==> config.mk <==
export PLATFORM = sky130hd
export DESIGN_NAME = fifo_pkt_writer
export DESIGN_NICKNAME = d
export VERILOG_FILES = /design/src/rtl/fifo_pkt_pkg.sv /design/src/rtl/fifo_pkt_writer.sv
export SDC_FILE = /design/constraint.sdc
export NUM_CORES = 1
export LEC_CHECK = 0
export CORE_UTILIZATION = 43
export CTS_CLUSTER_SIZE = 20
export DETAILED_ROUTE_END_ITERATION = 6
export GPL_TIMING_DRIVEN = 0
export PLACE_DENSITY = 0.73
export SLEW_MARGIN = 5
export SYNTH_ARGS = -nofsm -noshare
export SYNTH_HDL_FRONTEND = slang
export SYNTH_SLANG_ARGS = --single-unit
==> constraint.sdc <==
create_clock -name wr_clk -period 1.6 [get_ports wr_clk]
set_input_delay 0.16 -clock wr_clk [delete_from_list [all_inputs] [get_ports wr_clk]]
set_output_delay 0.16 -clock wr_clk [all_outputs]
set_load 0.005 [all_outputs]
==> src/rtl/fifo_pkt_pkg.sv <==
// Shared definitions for the FIFO packet writer: state encoding and framing constants.
package fifo_pkt_pkg;

   typedef enum logic [2:0] {
      ST_IDLE,
      ST_HEADER,
      ST_PAYLOAD,
      ST_CSUM,
      ST_DONE
   } pkt_state_e;

   localparam logic [7:0]  HDR_MAGIC = 8'hA5;
   localparam int unsigned MAX_LEN   = 8;

endpackage

==> src/rtl/fifo_pkt_writer.sv <==
// Frames a payload of 1..MAX_LEN words as header, payload, XOR checksum and
// pushes it into a FIFO write port, stalling on fifo_full and source gaps.
module fifo_pkt_writer
   import fifo_pkt_pkg::*;
#(
   parameter int DATA_W = 32,
   parameter int LEN_W  = 4
) (
   input  logic              wr_clk,
   input  logic              rst,
   input  logic              start,
   input  logic [LEN_W-1:0]  len,
   input  logic              src_valid,
   input  logic [DATA_W-1:0] src_data,
   output logic              src_ready,
   input  logic              fifo_full,
   output logic              fifo_en,
   output logic              fifo_wr,
   output logic [DATA_W-1:0] fifo_data,
   output logic              busy,
   output logic              done
);

   pkt_state_e        state_q;
   logic [LEN_W-1:0]  len_q;
   logic [LEN_W-1:0]  cnt_q;
   logic [DATA_W-1:0] csum_q;
   logic              busy_q;
   logic              done_q;

   logic              len_ok;
   logic              pay_hs;
   logic [DATA_W-1:0] hdr_word;

   assign len_ok = (len != '0) && (32'(len) <= MAX_LEN);
   assign pay_hs = (state_q == ST_PAYLOAD) && src_valid && !fifo_full;

   always_comb begin
      hdr_word                  = '0;
      hdr_word[DATA_W-1 -: 8]   = HDR_MAGIC;
      hdr_word[LEN_W-1:0]       = len_q;
   end

   always_ff @(posedge wr_clk or posedge rst) begin
      if (rst) begin
         state_q <= ST_IDLE;
         len_q   <= '0;
         cnt_q   <= '0;
         csum_q  <= '0;
         busy_q  <= 1'b0;
         done_q  <= 1'b0;
      end else begin
         done_q <= 1'b0;
         case (state_q)
            ST_IDLE: begin
               if (start && len_ok) begin
                  len_q   <= len;
                  cnt_q   <= len;
                  csum_q  <= '0;
                  busy_q  <= 1'b1;
                  state_q <= ST_HEADER;
               end
            end
            ST_HEADER: begin
               if (!fifo_full)
                  state_q <= ST_PAYLOAD;
            end
            ST_PAYLOAD: begin
               if (pay_hs) begin
                  csum_q <= csum_q ^ src_data;
                  // saturate rather than wrap; last word is detected at one
                  if (cnt_q != '0)
                     cnt_q <= cnt_q - 1'b1;
                  if (cnt_q == LEN_W'(1))
                     state_q <= ST_CSUM;
               end
            end
            ST_CSUM: begin
               if (!fifo_full) begin
                  state_q <= ST_DONE;
                  done_q  <= 1'b1;
               end
            end
            ST_DONE: begin
               busy_q  <= 1'b0;
               state_q <= ST_IDLE;
            end
            default: begin
               busy_q  <= 1'b0;
               state_q <= ST_IDLE;
            end
         endcase
      end
   end

   always_comb begin
      fifo_wr   = 1'b0;
      fifo_data = '0;
      case (state_q)
         ST_HEADER: begin
            fifo_wr   = !fifo_full;
            fifo_data = hdr_word;
         end
         ST_PAYLOAD: begin
            fifo_wr   = src_valid && !fifo_full;
            fifo_data = src_data;
         end
         ST_CSUM: begin
            fifo_wr   = !fifo_full;
            fifo_data = csum_q;
         end
         default: begin
            fifo_wr   = 1'b0;
            fifo_data = '0;
         end
      endcase
   end

   assign src_ready = (state_q == ST_PAYLOAD) && !fifo_full;
   assign fifo_en   = busy_q;
   assign busy      = busy_q;
   assign done      = done_q;

endmodule

Fig. 1: register map, names as in the netlist
The bar under the picture is 20 um long. Other sequential cells in the stronger grey, the rest of the logic in the fainter grey.
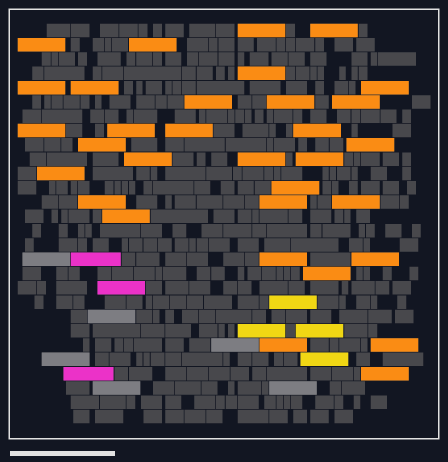
| colour | name in the netlist | flops |
|---|---|---|
| magenta | state_q | 3 |
| orange | csum_q | 32 |
| yellow | len_q | 4 |

Fig. 2: sizing map
The bar under the picture is 20 um long.
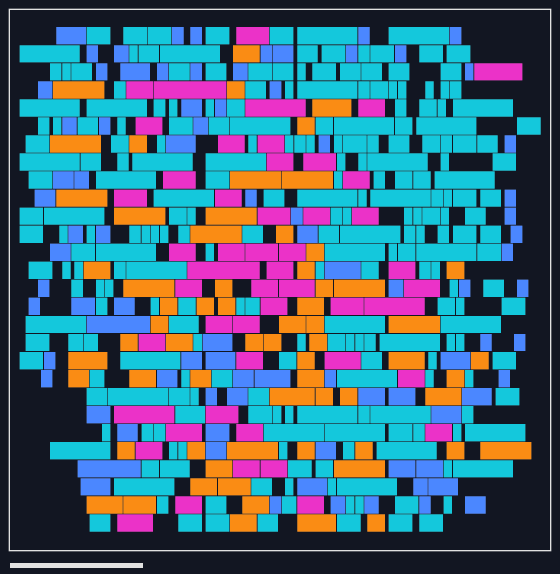
| colour | size | cells | share | most used |
|---|---|---|---|---|
| blue | x2 | 85 | 19% | buf_2 |
| orange | x3 and x4 | 65 | 15% | buf_4 |
| magenta | x6 and larger | 49 | 11% | buf_6 |
| cyan | x1 and smaller | 244 | 55% | dfrtp_1 |

==> changes_impl.md <==
## Flow update

* Diode count at 0
* Mean Syn Cell Area at about 8.7 sq um
* Ys Warns at 0
* Detailed placer's ending HPWL at 5480 um
* Worst slew pin tran at around 0.7 ns
* Core ar. at about 6000 sq um
* Final hold vios at 0
* Crit Path Max Fanout at 5
* Peak VDD IR at between 0.9 and 1 mV
* Max-slew headroom at 0.529
* 1st-pass router iterations at 5
* Routed wire per std cell at between 20 and 25 um
* Post-Syn Nets at around 360
* DR vias at roughly 3300
* Max Fclk at 516 MHz
* Max Slew Vio Count at 0
* Vias per std cell at 6.42
* DRC Markers at 0
* WP depth at 7
* Worst reg2reg path depth at 7
* Design area at 4640 sq um
* Cell count after synthesis at 312
* Pin count of the biggest net entering global routing at 29
* Clk latency late pin at approximately 0.32 ns
* Tool warning count at 30
* Crit path DAT at about 2.1 ns
* Routed wire length at about 12000 um
* Crit path max-delay family: AND-OR/OR-AND gates
* Remaining Overflow, GRT at 0
* Min setup slack post-route at -0.340 ns
* Fin crit period at 1.94 ns
* Die area at ~6600 sq um
* Vias in the first global route at roughly 3000
* Die Y at 81.4 um
* Std cell rows at 28
* RePlAce Congestion at 0.948
* GRT Total Usage at 0.298
* Hold-fix buffers, CTS at 0
* CP max stage delay at 0.46 ns
* Setup crit end kind: register
* Worst-path cell chain: buf_6 -> buf_6 -> nor2b_4 -> a31oi_4 -> buf_6 -> o31ai_1 -> o21ai_1
* Failing checks: setup timing
* Final Power at 8.86 mW
* Crit path capture: csum_q[12]
* Chip Area, Yosys at around 2700 sq um
* Pre-CTS setup slack at -0.777 ns
* Share of layout cells above drive strength 1 at 0.449
* Yosys cell count at roughly 310
* Cell mode on critical path: buf_6
* Leakage power at slightly above 2 nW
* Post-placement cell area at between 3000 and 4000 sq um
* Critical path class: register to register
* Crit path launch: state_q[1]
* Final hold slack at 0.153 ns
* Reg2reg end: csum_q[12]
* Clock Sinks at ~45
* CTS tree: done
* Count of different cell masters after synthesis at 42
* CTS Buffer Depth at 2
* PD cells at around 1900 nW/um^2
* Mapped Area at around 2700 sq um
* Detail Route Antenna Nets at 0
* Initial antenna violation count at 0
* Clk slew on worst S/H paths at ~0.10 ns
* FP Util at 0.453
* Die width at between 80 and 90 um
* Post-synthesis to final-layout area growth at 71.1%
* CTS root buffer: clkbuf_8
* Hold/Removal Path Class: input port to asynchronous set/reset pin
* Buffers on Ports at a little under 80
* Tcrit/Tclk final at 1.21
* Net total in the final layout at 486
* RR Startpoint: state_q[1]
* WP buf/inv at 3
* First-pass GRT wire length at 14700 um
* Synth flops at 45
* Crit path launch type: register
* Worst endpoint required time at 1.77 ns
* RSZ-0062 raised after global routing: true
* Flop2flop setup slack at -0.34 ns
* H-tree Lvls at 2
* Run status: complete, but fails checks
* Slowest CP cell: dfrtp_2
* Final Setup Violations at about 74
* Max_cap viols at 0
* I/O pins at a little under 80
* Initial DRC count at 325
* Post-synth seq share at 0.415
Fig. 3: clock routing
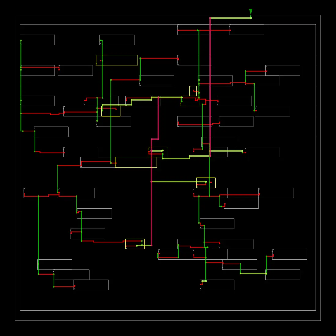
CTS buffer count: 5
Flops: 45
Setup Skew: 0.0125 ns

[metal layers]
metal	part of all wire	wire [um]	GRT usage
met1	0.38	4450	0.381
met2	0.48	5580	0.478
met3	0.090	1050	0.0528
met4	0.052	612	0.154
met5	0	0	0
[cell families after synthesis]
kind of cell / count (synthesis) / share of synthesized area
AOI/OAI and AO/OA: 119 / 0.308
xor gates and xnor gates: 1 / 0.00323
adders and majority gates: 3 / 0.0138
buffers and inverters: 33 / 0.0600
DFF: 45 / 0.415
muxes: 7 / 0.0305
and+or+nand+nor: 104 / 0.169
[placed cells by master, fill, tap and decap left out, drive strengths merged, types with 2 or more instances in the layout]
master	n
clkbuf	15
nor2b	5
a21oi	10
o21ai	37
nor2	48
buf	94
mux2	7
inv	7
bufinv	2
ha	3
nor3	4
clkdlybuf4s50	39
a22o	24
o31ai	32
a22oi	5
dfrtp	45
a31oi	3
nand2	37
dlygate4sd2	4
o211ai	2
[through the flow]
stage / util / setup TNS (ns) / std cells
3_5_place_dp: 0.600 / -39.67 / 465
6_report: 0.774 / -13.31 / 518
2_1_floorplan: - / 0 / 312
4_1_cts: 0.704 / -8.31 / 506
3_3_place_gp: 0.597 / -65.98 / 464
5_1_grt: 0.774 / -17.74 / 518
[synth_stat cells (all sizes together)]
cell type	count	area share
nor3	4	0.0074
o211ai	2	0.0055
o22ai	1	0.0023
a2bb2oi	1	0.0032
o211a	1	0.0037
or2	1	0.0023
nor2	48	0.066
a21oi	10	0.018
and3	1	0.0042
a22o	24	0.078
o31a	1	0.0032
nor2b	5	0.012
and3b	1	0.0032
or3b	1	0.0032
mux2	7	0.030
nor3b	1	0.0046
o31ai	32	0.089
a311oi	1	0.0032
or4	1	0.0042
nand3b	1	0.0028
o221ai	1	0.0032
nand4	1	0.0023
clkbuf	10	0.014
dfrtp	45	0.42
buf	15	0.035
xnor2	1	0.0032
inv	8	0.011
o21ai	37	0.072
and4	1	0.0032
a22oi	5	0.014
and2	1	0.0023
a31oi	2	0.010
ha	3	0.014
nand2	37	0.051
o21a	1	0.0028
[sequential cells by signal, summed over array words and instances, names as in the netlist]
register,flops
cnt_q,4
csum_q,32
busy,1
done,1
state_q,3
len_q,4
[what timing repair did]
item,4_1_cts,5_1_grt
setup buffers,29,12
cloned,6,3
endpoints found under the setup margin,77,72
resized,246,93
pin swaps,19,36
[power breakdown]
group / internal (mW) / total, mW / switching [mW] / leakage (nW)
Clock: 0.621 / 1.07 / 0.452 / 0.0681
Combinational: 2.82 / 5.74 / 2.92 / 1.37
Sequential: 1.57 / 2.05 / 0.476 / 0.577
[final cells by class]
| type | instances | area [sq um] |
|---|---|---|
| Inverter | 8 | 33.8 |
| Multi-Input combinational cell | 235 | 1890 |
| Timing Repair Buffer | 126 | 1080 |
| Tap cell | 75 | 93.8 |
| Clock inverter | 3 | 65.1 |
| Buffer | 21 | 275 |
| Fill cell | 355 | 1350 |
| Sequential cell | 45 | 1130 |
| Clock buffer | 5 | 68.8 |
No activity file was given, so power comes from the tool's default toggle rates.
